**src/rtl/p_hardisc.sv**
```systemverilog
// Shared types and constants for the register-file scrubber.
// Imported by the scrub controller and its pointer sub-block.
package p_hardisc;

  typedef enum logic [1:0] {
    ST_IDLE,
    ST_SCAN,
    ST_CHECK,
    ST_REPAIR
  } scrub_state;

  localparam logic [4:0] SCRUB_ADD_FIRST = 5'd1;
  localparam logic [4:0] SCRUB_ADD_LAST  = 5'd31;

  // Hard-control CSR layout
  localparam int unsigned CSR_HC_EN_BIT  = 0;
  localparam int unsigned CSR_HC_LVL_LSB = 1;
  localparam int unsigned CSR_HC_LVL_W   = 2;

  // Advance a register address by 0..2 inside x1..x31
  function automatic logic [4:0] add_wrap(
    input logic [4:0] a,
    input logic [1:0] n
  );
    logic [5:0] s;
    s = {1'b0, a} + {4'b0000, n};
    if (s > {1'b0, SCRUB_ADD_LAST}) begin
      s = s - {1'b0, SCRUB_ADD_LAST};
    end
    return s[4:0];
  endfunction

endpackage

```
**src/rtl/scrub_ptr.sv**
```systemverilog
// Scrub address pointer over x1..x31.
// Advances by the number of read ports granted this cycle.
module scrub_ptr
  import p_hardisc::*;
(
  input  logic       clk_i,
  input  logic       rst_i,
  input  logic [1:0] adv_i,
  output logic [4:0] ptr_o,
  output logic [4:0] nxt_o
);

  logic [4:0] ptr_q;
  logic [4:0] ptr_d;

  // Next pointer and the address one step ahead
  always_comb begin
    ptr_d = add_wrap(ptr_q, adv_i);
    nxt_o = add_wrap(ptr_q, 2'd1);
    ptr_o = ptr_q;
  end

  // Pointer register, restarts at x1
  always_ff @(posedge clk_i) begin
    if (rst_i) begin
      ptr_q <= SCRUB_ADD_FIRST;
    end else begin
      ptr_q <= ptr_d;
    end
  end

endmodule

```
**src/rtl/rf_scrub_ctrl.sv**
```systemverilog
// Background register-file scrubber: steals free read ports,
// checks results a cycle later and issues repair writes.
module rf_scrub_ctrl
  import p_hardisc::*;
#(
  parameter int unsigned STARVE_LIM = 15,
  parameter int unsigned ERRCNT_W   = 8
) (
  input  logic                s_clk_i,
  input  logic                s_reset_i,
  input  logic                s_enable_i,
  input  logic                s_restart_en_i,
  input  logic [1:0]          s_free_rp_i,
  input  logic                s_stall_i,
  input  logic [1:0]          s_rp_err_i,
  output logic [1:0]          s_scrub_gnt_o,
  output logic [4:0]          s_scrub_add0_o,
  output logic [4:0]          s_scrub_add1_o,
  output logic                s_repair_req_o,
  output logic [4:0]          s_repair_add_o,
  input  logic                s_repair_ack_i,
  output logic                s_restart_o,
  output logic [ERRCNT_W-1:0] s_errcnt_o,
  output logic                s_busy_o
);

  localparam logic [7:0] LIM = 8'(STARVE_LIM);

  scrub_state state_q, state_d;

  logic [1:0]          rgnt_q, rgnt_d;
  logic [4:0]          radd0_q, radd0_d;
  logic [4:0]          radd1_q, radd1_d;
  logic [1:0]          pend_q, pend_d;
  logic [4:0]          padd0_q, padd0_d;
  logic [4:0]          padd1_q, padd1_d;
  logic [7:0]          starve_q, starve_d;
  logic [ERRCNT_W-1:0] errcnt_q, errcnt_d;

  logic       in_scan, in_check, in_rep;
  logic [1:0] err_v;
  logic       err_any;
  logic [1:0] gnt;
  logic       gnt_any;
  logic [1:0] adv;
  logic [4:0] ptr, nxt;
  logic [4:0] add0, add1;
  logic       ack_ok;
  logic [1:0] pend_clr;
  logic       pend_last;
  logic       starve_inc;
  logic       restart;

  // Stall does not gate anything: a stalled OP stage without free
  // ports starves the scrubber exactly like a running one.
  logic unused_stall;
  assign unused_stall = s_stall_i;

  // Grant and handshake qualifiers
  always_comb begin
    in_scan   = (state_q == ST_SCAN);
    in_check  = (state_q == ST_CHECK);
    in_rep    = (state_q == ST_REPAIR);
    err_v     = s_rp_err_i & rgnt_q & {2{in_check}};
    err_any   = |err_v;
    gnt       = (s_enable_i & (in_scan | (in_check & ~err_any)))
              ? s_free_rp_i : 2'b00;
    gnt_any   = |gnt;
    adv       = {1'b0, gnt[0]} + {1'b0, gnt[1]};
    add0      = gnt[0] ? ptr : 5'd0;
    add1      = gnt[1] ? (gnt[0] ? nxt : ptr) : 5'd0;
    ack_ok    = in_rep & s_repair_ack_i;
    pend_clr  = pend_q & (pend_q - 2'd1);
    pend_last = ack_ok & (pend_clr == 2'b00);
  end

  scrub_ptr u_ptr (
    .clk_i (s_clk_i),
    .rst_i (s_reset_i),
    .adv_i (adv),
    .ptr_o (ptr),
    .nxt_o (nxt)
  );

  // FSM state register
  always_ff @(posedge s_clk_i) begin
    if (s_reset_i) begin
      state_q <= ST_IDLE;
    end else begin
      state_q <= state_d;
    end
  end

  // FSM next-state logic
  always_comb begin
    state_d = state_q;
    unique case (state_q)
      ST_IDLE: begin
        if (s_enable_i) state_d = ST_SCAN;
      end
      ST_SCAN: begin
        if (!s_enable_i)  state_d = ST_IDLE;
        else if (gnt_any) state_d = ST_CHECK;
      end
      ST_CHECK: begin
        if (err_any)          state_d = ST_REPAIR;
        else if (gnt_any)     state_d = ST_CHECK;
        else if (!s_enable_i) state_d = ST_IDLE;
        else                  state_d = ST_SCAN;
      end
      ST_REPAIR: begin
        if (pend_last) begin
          state_d = s_enable_i ? ST_SCAN : ST_IDLE;
        end
      end
      default: state_d = ST_IDLE;
    endcase
  end

  // FSM outputs
  always_comb begin
    s_scrub_gnt_o  = gnt;
    s_scrub_add0_o = add0;
    s_scrub_add1_o = add1;
    s_repair_req_o = in_rep;
    s_repair_add_o = 5'd0;
    if (in_rep) begin
      s_repair_add_o = pend_q[0] ? padd0_q : padd1_q;
    end
    s_restart_o = restart;
    s_errcnt_o  = errcnt_q;
    s_busy_o    = (state_q != ST_IDLE);
  end

  // Read tracking, repair queue and counters
  always_comb begin
    rgnt_d   = rgnt_q;
    radd0_d  = radd0_q;
    radd1_d  = radd1_q;
    pend_d   = pend_q;
    padd0_d  = padd0_q;
    padd1_d  = padd1_q;
    starve_d = starve_q;
    errcnt_d = errcnt_q;

    if (gnt_any) begin
      rgnt_d  = gnt;
      radd0_d = add0;
      radd1_d = add1;
    end

    if (err_any) begin
      pend_d  = err_v;
      padd0_d = radd0_q;
      padd1_d = radd1_q;
    end else if (ack_ok) begin
      pend_d = pend_clr;
    end

    if (ack_ok && (errcnt_q != {ERRCNT_W{1'b1}})) begin
      errcnt_d = errcnt_q + ERRCNT_W'(1);
    end

    starve_inc = (in_scan | in_check) & (s_free_rp_i == 2'b00);
    restart    = starve_inc & s_restart_en_i
               & (starve_q >= (LIM - 8'd1));

    if (state_q == ST_IDLE) begin
      starve_d = 8'd0;
    end else if (gnt_any || restart) begin
      starve_d = 8'd0;
    end else if (starve_inc && (starve_q < LIM)) begin
      starve_d = starve_q + 8'd1;
    end
  end

  // Datapath registers
  always_ff @(posedge s_clk_i) begin
    if (s_reset_i) begin
      rgnt_q   <= 2'b00;
      radd0_q  <= 5'd0;
      radd1_q  <= 5'd0;
      pend_q   <= 2'b00;
      padd0_q  <= 5'd0;
      padd1_q  <= 5'd0;
      starve_q <= 8'd0;
      errcnt_q <= '0;
    end else begin
      rgnt_q   <= rgnt_d;
      radd0_q  <= radd0_d;
      radd1_q  <= radd1_d;
      pend_q   <= pend_d;
      padd0_q  <= padd0_d;
      padd1_q  <= padd1_d;
      starve_q <= starve_d;
      errcnt_q <= errcnt_d;
    end
  end

endmodule

```
**config.mk**
```make
export PLATFORM = sky130hd
export DESIGN_NAME = rf_scrub_ctrl
export DESIGN_NICKNAME = d
export VERILOG_FILES = /design/src/rtl/p_hardisc.sv /design/src/rtl/scrub_ptr.sv /design/src/rtl/rf_scrub_ctrl.sv
export SDC_FILE = /design/constraint.sdc
export NUM_CORES = 1
export LEC_CHECK = 0
export ABC_AREA = 1
export CAP_MARGIN = 10
export CORE_UTILIZATION = 25
export CTS_BUF_LIST = sky130_fd_sc_hd__clkbuf_4
export CTS_CLUSTER_DIAMETER = 60
export DETAILED_ROUTE_END_ITERATION = 7
export SETUP_SLACK_MARGIN = 0.3
export SLEW_MARGIN = 10
export SYNTH_ARGS = -nofsm -noshare
export SYNTH_HDL_FRONTEND = slang
export SYNTH_SLANG_ARGS = --single-unit
```
**constraint.sdc**
```tcl
create_clock -name s_clk_i -period 2.2 [get_ports s_clk_i]
set_input_delay 0.55 -clock s_clk_i [delete_from_list [all_inputs] [get_ports s_clk_i]]
set_output_delay 0.55 -clock s_clk_i [all_outputs]
set_load 0.03 [all_outputs]
```
==> impl_metrics.yaml <==
# flow metrics
finish:
  area_of_all_sequential_standard_cells_um2: 952
  area.share.combinational_pct: 41.6
  finish.instance_area_um2: 3640
  share_of_final_layout_cell_area_taken_by_clock_buffers_and_inverters_pct: 1.44
critical_path:
  wp_data_arrival_ns: 1.82
  ff_to_ff_path_depth: 15
  critPathLaunch: "state_q[0]$_SDFFE_PP0P_"
  rr_endpoint: "u_ptr.ptr_o[2]$_SDFF_PP0_"
  required_ns: 1.65
yosys:
  yosys.stat.chipArea_um2: 2370
  ys.flop_type: "sky130_fd_sc_hd__dfxtp_1"
  synth_compound_gate_area_share_pct: 12.7
routing:
  postRouteWirelength_um: 5980
clock_network:
  clkTransAtPathRegs_ns: 0.14
  cts-buffers-inserted: 5
  tritoncts: "built"
hold_path:
  min_to: "starve_q[7]$_SDFFE_PP0P_"
timing:
  clock.fmax_ghz: 0.421
  setup-violations-final: 13
  hold_viol_final: 0
  worst_slack_ns: -0.173
outcome:
  result_of_the_run: "complete, but fails checks"
  violations_in_the_final_reports: "negative setup slack"
place:
  pre_cts_slack_ns: -0.457
floorplan:
  rows: 35
power_and_ir_drop:
  static-leakage-power_uw: 0.00167
[state kept, by name (all words and copies together), names as in the netlist, 5 cells and up]
register and count:
padd0_q 5, padd1_q 5, radd0_q 5, radd1_q 5, s_errcnt_o 8, starve_q 8, u_ptr.ptr_o 5
[layer usage]
layer,up-vias,routed length [um],track usage (%)
met5,-,0,0
met4,0,77,4.07
met3,6,178,2.32
met2,32,2900,22.1
met1,1045,2830,15.6
li1,1223,-,-
[power breakdown]
part	total, uW	switching [uW]	internal (uW)
clock network	402	282	120
logic	788	420	367
registers	939	41.0	898
[Yosys cell counts (all sizes together), types with 2 or more instances]
master  number  area (um^2)
nand2       56          215
nor2        67          280
nand4        4         25.0
a21oi       20          104
clkbuf       5         18.8
nor3         2         10.0
o21ai       31          166
dfxtp       47          941
ha          12          150
xnor2        3         26.3
or2          2         12.5
nand3       17         97.6
xor2         9         78.8
buf          3         20.0
inv         42          160
[repair_timing]
action,CTS,global route
buffers inserted,12,12
gates cloned,1,0
gates resized,81,30
endpoints found under the setup margin,33,24
pin swaps,14,11
[critical path, stage by stage (launching register included)]
cell	delay (ns)
sky130_fd_sc_hd__dfxtp_2	0.35
sky130_fd_sc_hd__inv_2	0.07
sky130_fd_sc_hd__ha_4	0.19
sky130_fd_sc_hd__nand2_4	0.06
sky130_fd_sc_hd__inv_4	0.06
sky130_fd_sc_hd__nand3_4	0.08
sky130_fd_sc_hd__nand2_8	0.11
sky130_fd_sc_hd__buf_6	0.10
sky130_fd_sc_hd__nand2_4	0.06
sky130_fd_sc_hd__nand2_2	0.07
sky130_fd_sc_hd__nand2_2	0.06
sky130_fd_sc_hd__nor2_4	0.12
sky130_fd_sc_hd__buf_6	0.14
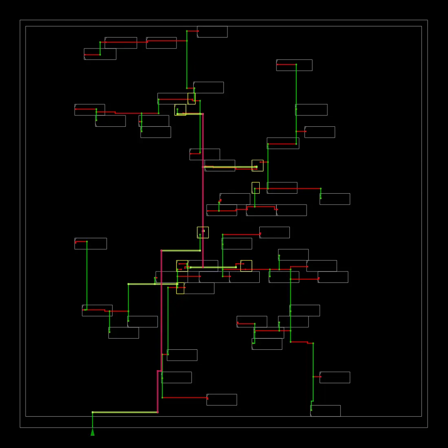
**Above:** clock nets.
CTS Sinks: 47
Clk power: 402 uW

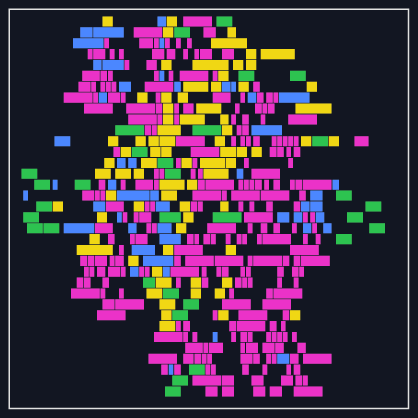
**Above:** cells by drive strength.
Drawn at 4 px/um.
[green] drive 6 and up | cells: 31 | share: 7.4%
[magenta] drive 1 or less | cells: 263 | share: 63%
[yellow] drive 3 to 4 | cells: 77 | share: 18%
[blue] drive 2 | cells: 48 | share: 11%

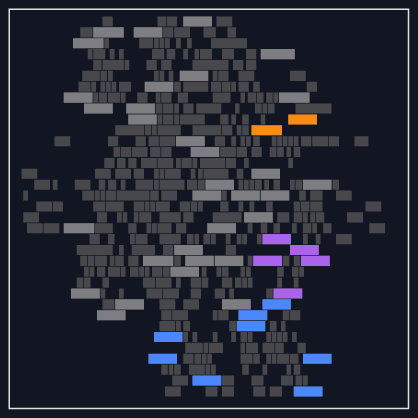
**Above:** sequential cells grouped by signal name.
Drawn at 4 px/um. Other sequential cells in the stronger grey, the rest of the logic in the fainter grey.
[orange] pend_q | placed flops: 2
[blue] s_errcnt_o | placed flops: 8
[purple] padd0_q | placed flops: 5
not coloured: 32

No activity file was given, so power comes from the tool's default toggle rates.
